File: config.mk
export PLATFORM = sky130hd
export DESIGN_NAME = spram_arb
export DESIGN_NICKNAME = d
export VERILOG_FILES = /design/src/rtl/spram_arb.sv
export SDC_FILE = /design/constraint.sdc
export NUM_CORES = 1
export LEC_CHECK = 0
export ABC_AREA = 1
export CORE_MARGIN = 1.5
export CORE_UTILIZATION = 24
export DETAILED_ROUTE_END_ITERATION = 8
export HOLD_SLACK_MARGIN = 0.08
export PLACE_DENSITY = 0.76
export RECOVER_POWER = 100
export SYNTH_ARGS = -nofsm -noshare
export SYNTH_HDL_FRONTEND = slang
export SYNTH_SLANG_ARGS = --single-unit
File: constraint.sdc
create_clock -name clk -period 1.6 [get_ports clk]
set_clock_uncertainty 0.05 [all_clocks]
set_input_delay 0.48 -clock clk [delete_from_list [all_inputs] [get_ports clk]]
set_output_delay 0.48 -clock clk [all_outputs]
set_load 0.01 [all_outputs]
File: src/rtl/spram_arb.sv
// spram_arb: two-requester arbiter for the 32 KB single-port byte SPRAM.
// The CPU port has priority and is stalled through cpu_rdy. The secondary
// master (DMA/video) takes a grant through dma_req/dma_gnt and preempts the
// CPU after MAX_WAIT refused cycles. Read data comes back one cycle after
// the grant and is steered to the requester that issued the read.
// Optional feature: define SPRAM_CLEAR_EN to compile in a post-reset
// zero-fill of all 32768 bytes. While it runs, clr_busy is high and both
// requesters are held off.
//
// Handshake: a request is accepted in any cycle where its accept output
// (cpu_rdy or dma_gnt) is high. The requester holds req and its qualifiers
// stable until it sees that accept. The accept is combinational on the
// current-cycle request, so an uncontended access completes with no wait.
module spram_arb #(
    parameter int MAX_WAIT = 4
) (
    input  logic        clk,
    input  logic        reset_n,
    input  logic        cpu_req,
    input  logic        cpu_we,
    input  logic [14:0] cpu_addr,
    input  logic [7:0]  cpu_wdata,
    output logic        cpu_rdy,
    output logic [7:0]  cpu_rdata,
    input  logic        dma_req,
    input  logic        dma_we,
    input  logic [14:0] dma_addr,
    input  logic [7:0]  dma_wdata,
    output logic        dma_gnt,
    output logic        dma_rvalid,
    output logic [7:0]  dma_rdata,
    output logic        ram_sel,
    output logic        ram_we,
    output logic [14:0] ram_addr,
    output logic [7:0]  ram_din,
    input  logic [7:0]  ram_dout,
    output logic        clr_busy
);

    localparam logic [3:0] LP_MAX_WAIT = 4'(MAX_WAIT);

    // Owner of the read issued last cycle; write and idle cycles record NONE.
    localparam logic [1:0] OWN_NONE = 2'd0;
    localparam logic [1:0] OWN_CPU  = 2'd1;
    localparam logic [1:0] OWN_DMA  = 2'd2;

    logic [3:0]  r_starve_cnt;
    logic [1:0]  r_owner;
    logic        w_clearing;
    logic        w_force;
    logic        w_cpu_win;
    logic        w_dma_win;

`ifdef SPRAM_CLEAR_EN
    localparam logic [0:0] ST_CLEAR = 1'b0;
    localparam logic [0:0] ST_RUN   = 1'b1;

    logic [0:0]  r_state;
    logic [14:0] r_clr_cnt;

    // Clear sequencer: one zero write per cycle, then hand over to RUN.
    always_ff @(posedge clk or negedge reset_n) begin
        if (!reset_n) begin
            r_state   <= ST_CLEAR;
            r_clr_cnt <= 15'd0;
        end else if (r_state == ST_CLEAR) begin
            r_clr_cnt <= r_clr_cnt + 15'd1;
            if (r_clr_cnt == 15'h7FFF) begin
                r_state <= ST_RUN;
            end
        end
    end

    assign w_clearing = (r_state == ST_CLEAR);
`else
    assign w_clearing = 1'b0;
`endif

    assign w_force = dma_req && (r_starve_cnt == LP_MAX_WAIT);

    // Arbitration and RAM drive; everything is held at its reset value while
    // reset_n is low so an abort is visible immediately.
    always_comb begin
        w_cpu_win = 1'b0;
        w_dma_win = 1'b0;
        ram_sel   = 1'b0;
        ram_we    = 1'b0;
        ram_addr  = 15'd0;
        ram_din   = 8'd0;
        if (reset_n) begin
            if (w_clearing) begin
                ram_sel = 1'b1;
                ram_we  = 1'b1;
`ifdef SPRAM_CLEAR_EN
                ram_addr = r_clr_cnt;
`endif
            end else if (cpu_req && !w_force) begin
                w_cpu_win = 1'b1;
                ram_sel   = 1'b1;
                ram_we    = cpu_we;
                ram_addr  = cpu_addr;
                ram_din   = cpu_wdata;
            end else if (dma_req) begin
                w_dma_win = 1'b1;
                ram_sel   = 1'b1;
                ram_we    = dma_we;
                ram_addr  = dma_addr;
                ram_din   = dma_wdata;
            end
        end
    end

    assign cpu_rdy = w_cpu_win;
    assign dma_gnt = w_dma_win;

    // Starvation counter: counts refused DMA cycles, saturating at MAX_WAIT.
    always_ff @(posedge clk or negedge reset_n) begin
        if (!reset_n) begin
            r_starve_cnt <= 4'd0;
        end else if (!dma_req || w_dma_win) begin
            r_starve_cnt <= 4'd0;
        end else if (r_starve_cnt != LP_MAX_WAIT) begin
            r_starve_cnt <= r_starve_cnt + 4'd1;
        end
    end

    // Read steering: remember who issued this cycle's read for next cycle.
    always_ff @(posedge clk or negedge reset_n) begin
        if (!reset_n) begin
            r_owner <= OWN_NONE;
        end else if (w_cpu_win && !cpu_we) begin
            r_owner <= OWN_CPU;
        end else if (w_dma_win && !dma_we) begin
            r_owner <= OWN_DMA;
        end else begin
            r_owner <= OWN_NONE;
        end
    end

    assign dma_rvalid = (r_owner == OWN_DMA);
    assign cpu_rdata  = ram_dout;
    assign dma_rdata  = ram_dout;
    assign clr_busy   = w_clearing;

endmodule

run_1/wire_density.png
The die is cut into 13 by 13 equal tiles; dark blue is low, red is high, scaled to the fullest tile. Values are wire area over tile area, all layers added.
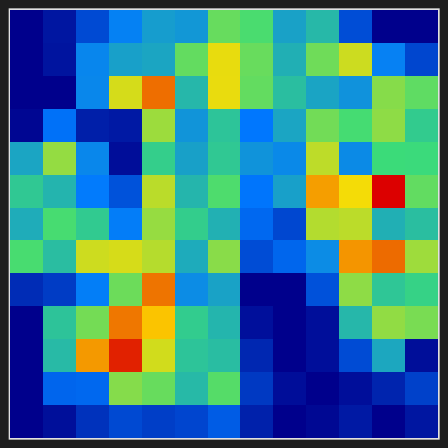
The emptiest ninth of the die: south-east. 30% of the tiles are over half the peak. 11% of the tiles are nearly empty.
Routed WL: 3600 µm
vias after detailed routing: 1228
gr usage total: 16.4%
DR WL/cell: 13.2 µm

run_1/final_placement.png
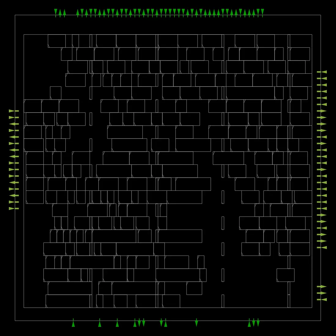
Finished Core Util: 63.0%
flop count: 6
Fill cells: 294
Final Non-Filler Cells: 273
FP Rows: 21

run_1/registers.png
Scale bar: 20 µm. Other cells in grey.
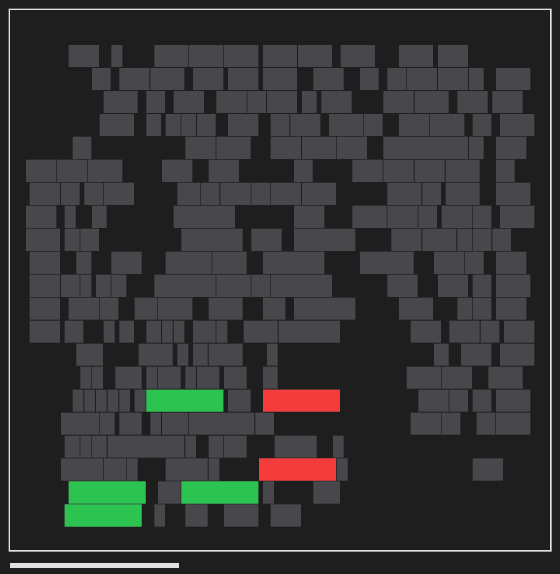
Key: r_owner = red [placed flops 2]; r_starve_cnt = green [placed flops 4, where south-west]
Flop area: 150 µm²
Sequential Power: 165 µW
sequential share of cell area: 6.92%

run_1/drive_strength.png
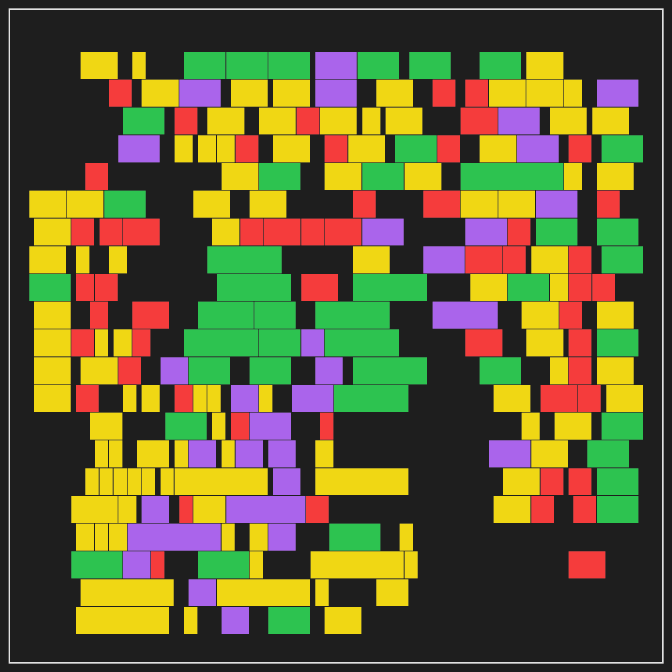
Key: drive 2 = red [cells 53, share 23%, most used nand2_2]; drive 6 and up = green [cells 42, share 19%, most used buf_6]; drive 3 to 4 = purple [cells 30, share 13%, most used nand2_4]; drive 1 or less = yellow [cells 102, share 45%, most used clkdlybuf4s50_1]
design area: 0.00217 mm²
worst setup margin: -0.500 ns
Area Growth Syn to Fin: 144%
bufs w/o clock: 103

==> reports/qor.csv, run 1 <==
stage,metric,value,unit
timing,grt_setup_unrepaired,true,
synth,ys_sh_xor,0.983,%
synth,top_area_cell,nand2_1,
run_status,violations,negative setup slack,
power_and_ir_drop,ir_drop,0.000645,V
power_and_ir_drop,sequentialPowerShare,18.4,%
timing,fin_crit,2.10,ns
final_layout,comb_share,36.3,%
worst_setup_path,path_buffers,4,
final_layout,layout_top_cell,clkdlybuf4s50_1,
clock_tree,clock_sinks,6,
final_layout,top_regs,"r_starve_cnt (4), r_owner (2)",
timing,timing.final.ws_setup,-0.500,ns
power_and_ir_drop,largestPowerGroup,combinational cells,
timing,fin_crit_sh,131,%
floorplanning,chip_area,0.00409,mm²
run_status,status,"finished, violations left",
timing,tns,-12.36,ns
final_layout,max_flop_register,r_starve_cnt,
synth,synth_chip_area,891,µm²
synth,syn-mean-instance-area,6.27,µm²
final_layout,nonClkBufAreaFrac,49.5,%
power_and_ir_drop,comb_power,506,µW
floorplanning,core_area,0.00344,mm²
clock_tree,clock_path_buffers,2,
floorplanning,die_h,63.9,µm
place,dpl_worst_slack,-1.17,ns
worst_setup_path,cp-endpoint,ram_addr[9],
final_layout,mostFrequentLayoutCells,"clkdlybuf4s50_1 (48), nand2_2 (34), buf_6 (28)",
clock_tree,cts.repair.resized,170,
global_route,grt_busiest_layer,met2,
synth,postSynthCellCount,142,
place,dp_cells,259,
power_and_ir_drop,clkPwrFrac,25.2,%
floorplanning,pin_count,105,
worst_setup_path,end_kind,output port,
synth,synth.top_cell.area_share,20.2,%
worst_setup_path,crit_family,simple AND/OR/NAND/NOR gates,
synth,topCellsByArea,"nand2_1 (20%), dfrtp_1 (17%), buf_4 (16%)",
synth,yosysCellCount,142,
global_route,use_met2,29.0,%
worst_setup_path,r2r_start,r_starve_cnt[1],
global_route,use_met3,5.46,%
synth,ys.flops,6,
clock_tree,numCtsBuffers,3,
timing,timing.fmax,476,MHz
final_layout,drive_above_1_share,55.1,%
route,dr.pass1.iters,4,
worst_setup_path,crit_arrival,1.57,ns
synth,flop_cell,dfrtp_1,
worst_setup_path,worstPathCellList,inv_2 -> ha_4 -> nand4_4 -> nand2_4 -> inv_8 -> buf_16 -> nand2_4 -> nand2_2 -> buf_6,
synth,synth-edff-count,0,
final_layout,inv_count,13,
clock_tree,clock-root-buffer,clkbuf_8,
worst_setup_path,critPathSlowestCell,dfrtp_1,
global_route,grt_start_max_net_pins,13,
place,io_buffers,79,
global_route,antenna_found_initial,0,
route,wl_met3,271,µm
synth,mux_share,0,%
worst_setup_path,reg2reg_to,r_starve_cnt[0],
timing,setup_viol,27,
timing,finalMaxSlewViolations,0,
synth,top_cells_by_count,"nand2_1 (48), nand3_1 (26), buf_4 (19)",
run_1/clock_map.png
Scale bar: 20 µm.
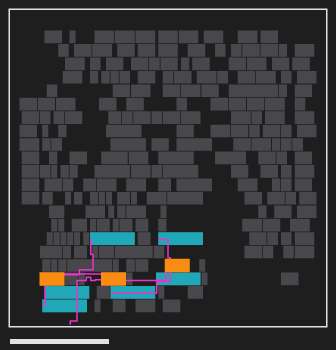

==> run 2: changes to the inputs <==
==> constraint.sdc (replaced) <==
create_clock -name clk -period 1.6 [get_ports clk]
set_clock_uncertainty 0.05 [all_clocks]
set_input_delay 0.48 -clock clk [delete_from_list [all_inputs] [get_ports clk]]
set_output_delay 0.48 -clock clk [all_outputs]
set_load 0.1 [all_outputs]
run_2/clock_map.png
Scale bar: 20 µm.
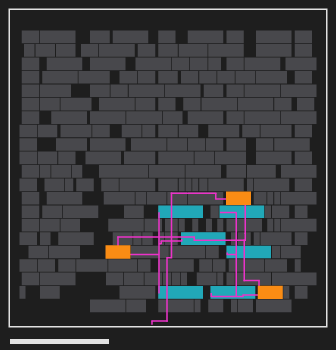
Key: cells driving clock nets = orange [count 3]; clock wires = magenta [length 161 µm]; flip-flops = cyan [count 6]
There are 4 routed clock nets.

run_2/drive_strength.png
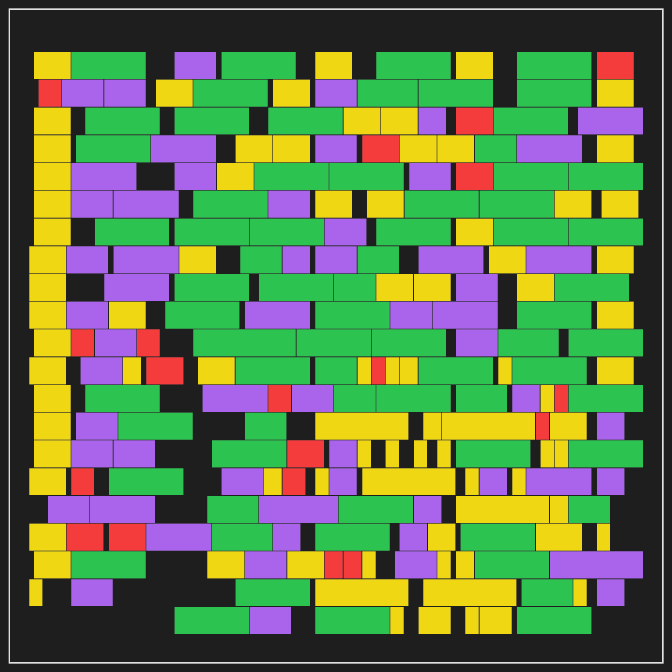
Area Growth Syn to Fin: 234%
bufs w/o clock: 104
design area: 0.00297 mm²
worst setup margin: -0.681 ns

==> reports/qor.csv, run 2 <==
stage,metric,value,unit,change
run_status,status,"finished, violations left",,
run_status,violations,negative setup slack,,
worst_setup_path,critPathSlowestCell,dfrtp_1,,
worst_setup_path,r2r_slack,0,ns,
worst_hold_path,hp-class,in -> async,,
power_and_ir_drop,ir_drop,0.000313,V,-52%
clock_tree,clock-root-buffer,clkbuf_8,,
global_route,grt_busiest_layer,met2,,
global_route,grt_start_max_net_pins,11,,-2
worst_setup_path,crit_family,buffers and inverters,,
floorplanning,die_h,63.9,µm,unchanged
synth,ys_sh_xor,0.983,%,unchanged
final_layout,comb_share,42.6,%,+6.4 points
route,vias,1309,,+6.6%
timing,finalMaxSlewViolations,0,,unchanged
worst_setup_path,end_kind,output port,,
route,routedWlPerCell,17.9,µm,+36%
power_and_ir_drop,largestPowerGroup,combinational cells,,
final_layout,nFillCells,160,,-46%
floorplanning,core_area,0.00344,mm²,unchanged
floorplanning,chip_area,0.00409,mm²,unchanged
global_route,grt_use_total,24.3,%,+8.0 points
final_layout,drive_above_1_share,63.3,%,+8.3 points
final_layout,top_regs,"r_starve_cnt (4), r_owner (2)",,
worst_setup_path,worstPathCellList,inv_2 -> ha_4 -> nand4_4 -> nand2_8 -> buf_12 -> buf_12 -> nand3_4 -> nand2_8 -> buf_12,,
final_layout,mostFrequentLayoutCells,"clkdlybuf4s50_1 (48), buf_12 (33), nand2_4 (26)",,
worst_setup_path,r2r_start,r_starve_cnt[0],,
synth,flop_cell,dfrtp_1,,
clock_tree,clock_sinks,6,,unchanged
clock_tree,clock_path_buffers,2,,unchanged
global_route,use_met2,47.5,%,+18 points
final_layout,inv_count,16,,+3
clock_tree,cts.repair.resized,92,,-46%
route,dr.pass1.iters,4,,unchanged
final_layout,ff_count,6,,unchanged
global_route,antenna_found_initial,0,,unchanged
timing,timing.fmax,438,MHz,-7.9%
synth,adder_share,2.81,%,
floorplanning,floorplan.core_util,25.9,%,
place,dp_cells,260,,+0.39%
timing,setup_viol,28,,+3.7%
worst_setup_path,reg2reg_to,r_starve_cnt[1],,
floorplanning,pin_count,105,,unchanged
synth,synth.top_cell.area_share,20.2,%,unchanged
final_layout,largestClassByArea,buffers,,
synth,ys.flops,6,,unchanged
final_layout,layout_top_cell,clkdlybuf4s50_1,,
timing,fin_crit_sh,143,%,+11 points
power_and_ir_drop,comb_power,1.06,mW,+110%
place,io_buffers,79,,unchanged
power_and_ir_drop,clkPwrFrac,16.3,%,-8.9 points
worst_setup_path,path_buffers,4,,unchanged
synth,synth-edff-count,0,,unchanged
worst_setup_path,cp-endpoint,ram_addr[2],,
power_and_ir_drop,power_frac_comb,72.5,%,
final_layout,nonClkBufAreaFrac,45.2,%,-4.3 points
floorplanning,rows,21,,unchanged
synth,syn-mean-instance-area,6.27,µm²,unchanged
synth,yosysCellCount,142,,unchanged
final_layout,seq_area,150,µm²,unchanged
route,wirelength,4920,µm,+37%
timing,tns,-17.20,ns,-4.84 ns
timing,timing.final.ws_setup,-0.681,ns,-0.180 ns
final_layout,max_flop_register,r_starve_cnt,,
synth,postSynthCellCount,142,,unchanged
timing,grt_setup_unrepaired,true,,
final_layout,seq_share,5.05,%,-1.9 points
final_layout,fin_util,86.4,%,+23 points
power_and_ir_drop,pg_seq,165,µW,about the same
synth,top_area_cell,nand2_1,,
clock_tree,numCtsBuffers,3,,unchanged
worst_setup_path,crit_arrival,1.75,ns,+0.18 ns
power_and_ir_drop,sequentialPowerShare,11.2,%,-7.2 points
Power figures rest on the tool's default switching activity, not on a simulated workload.
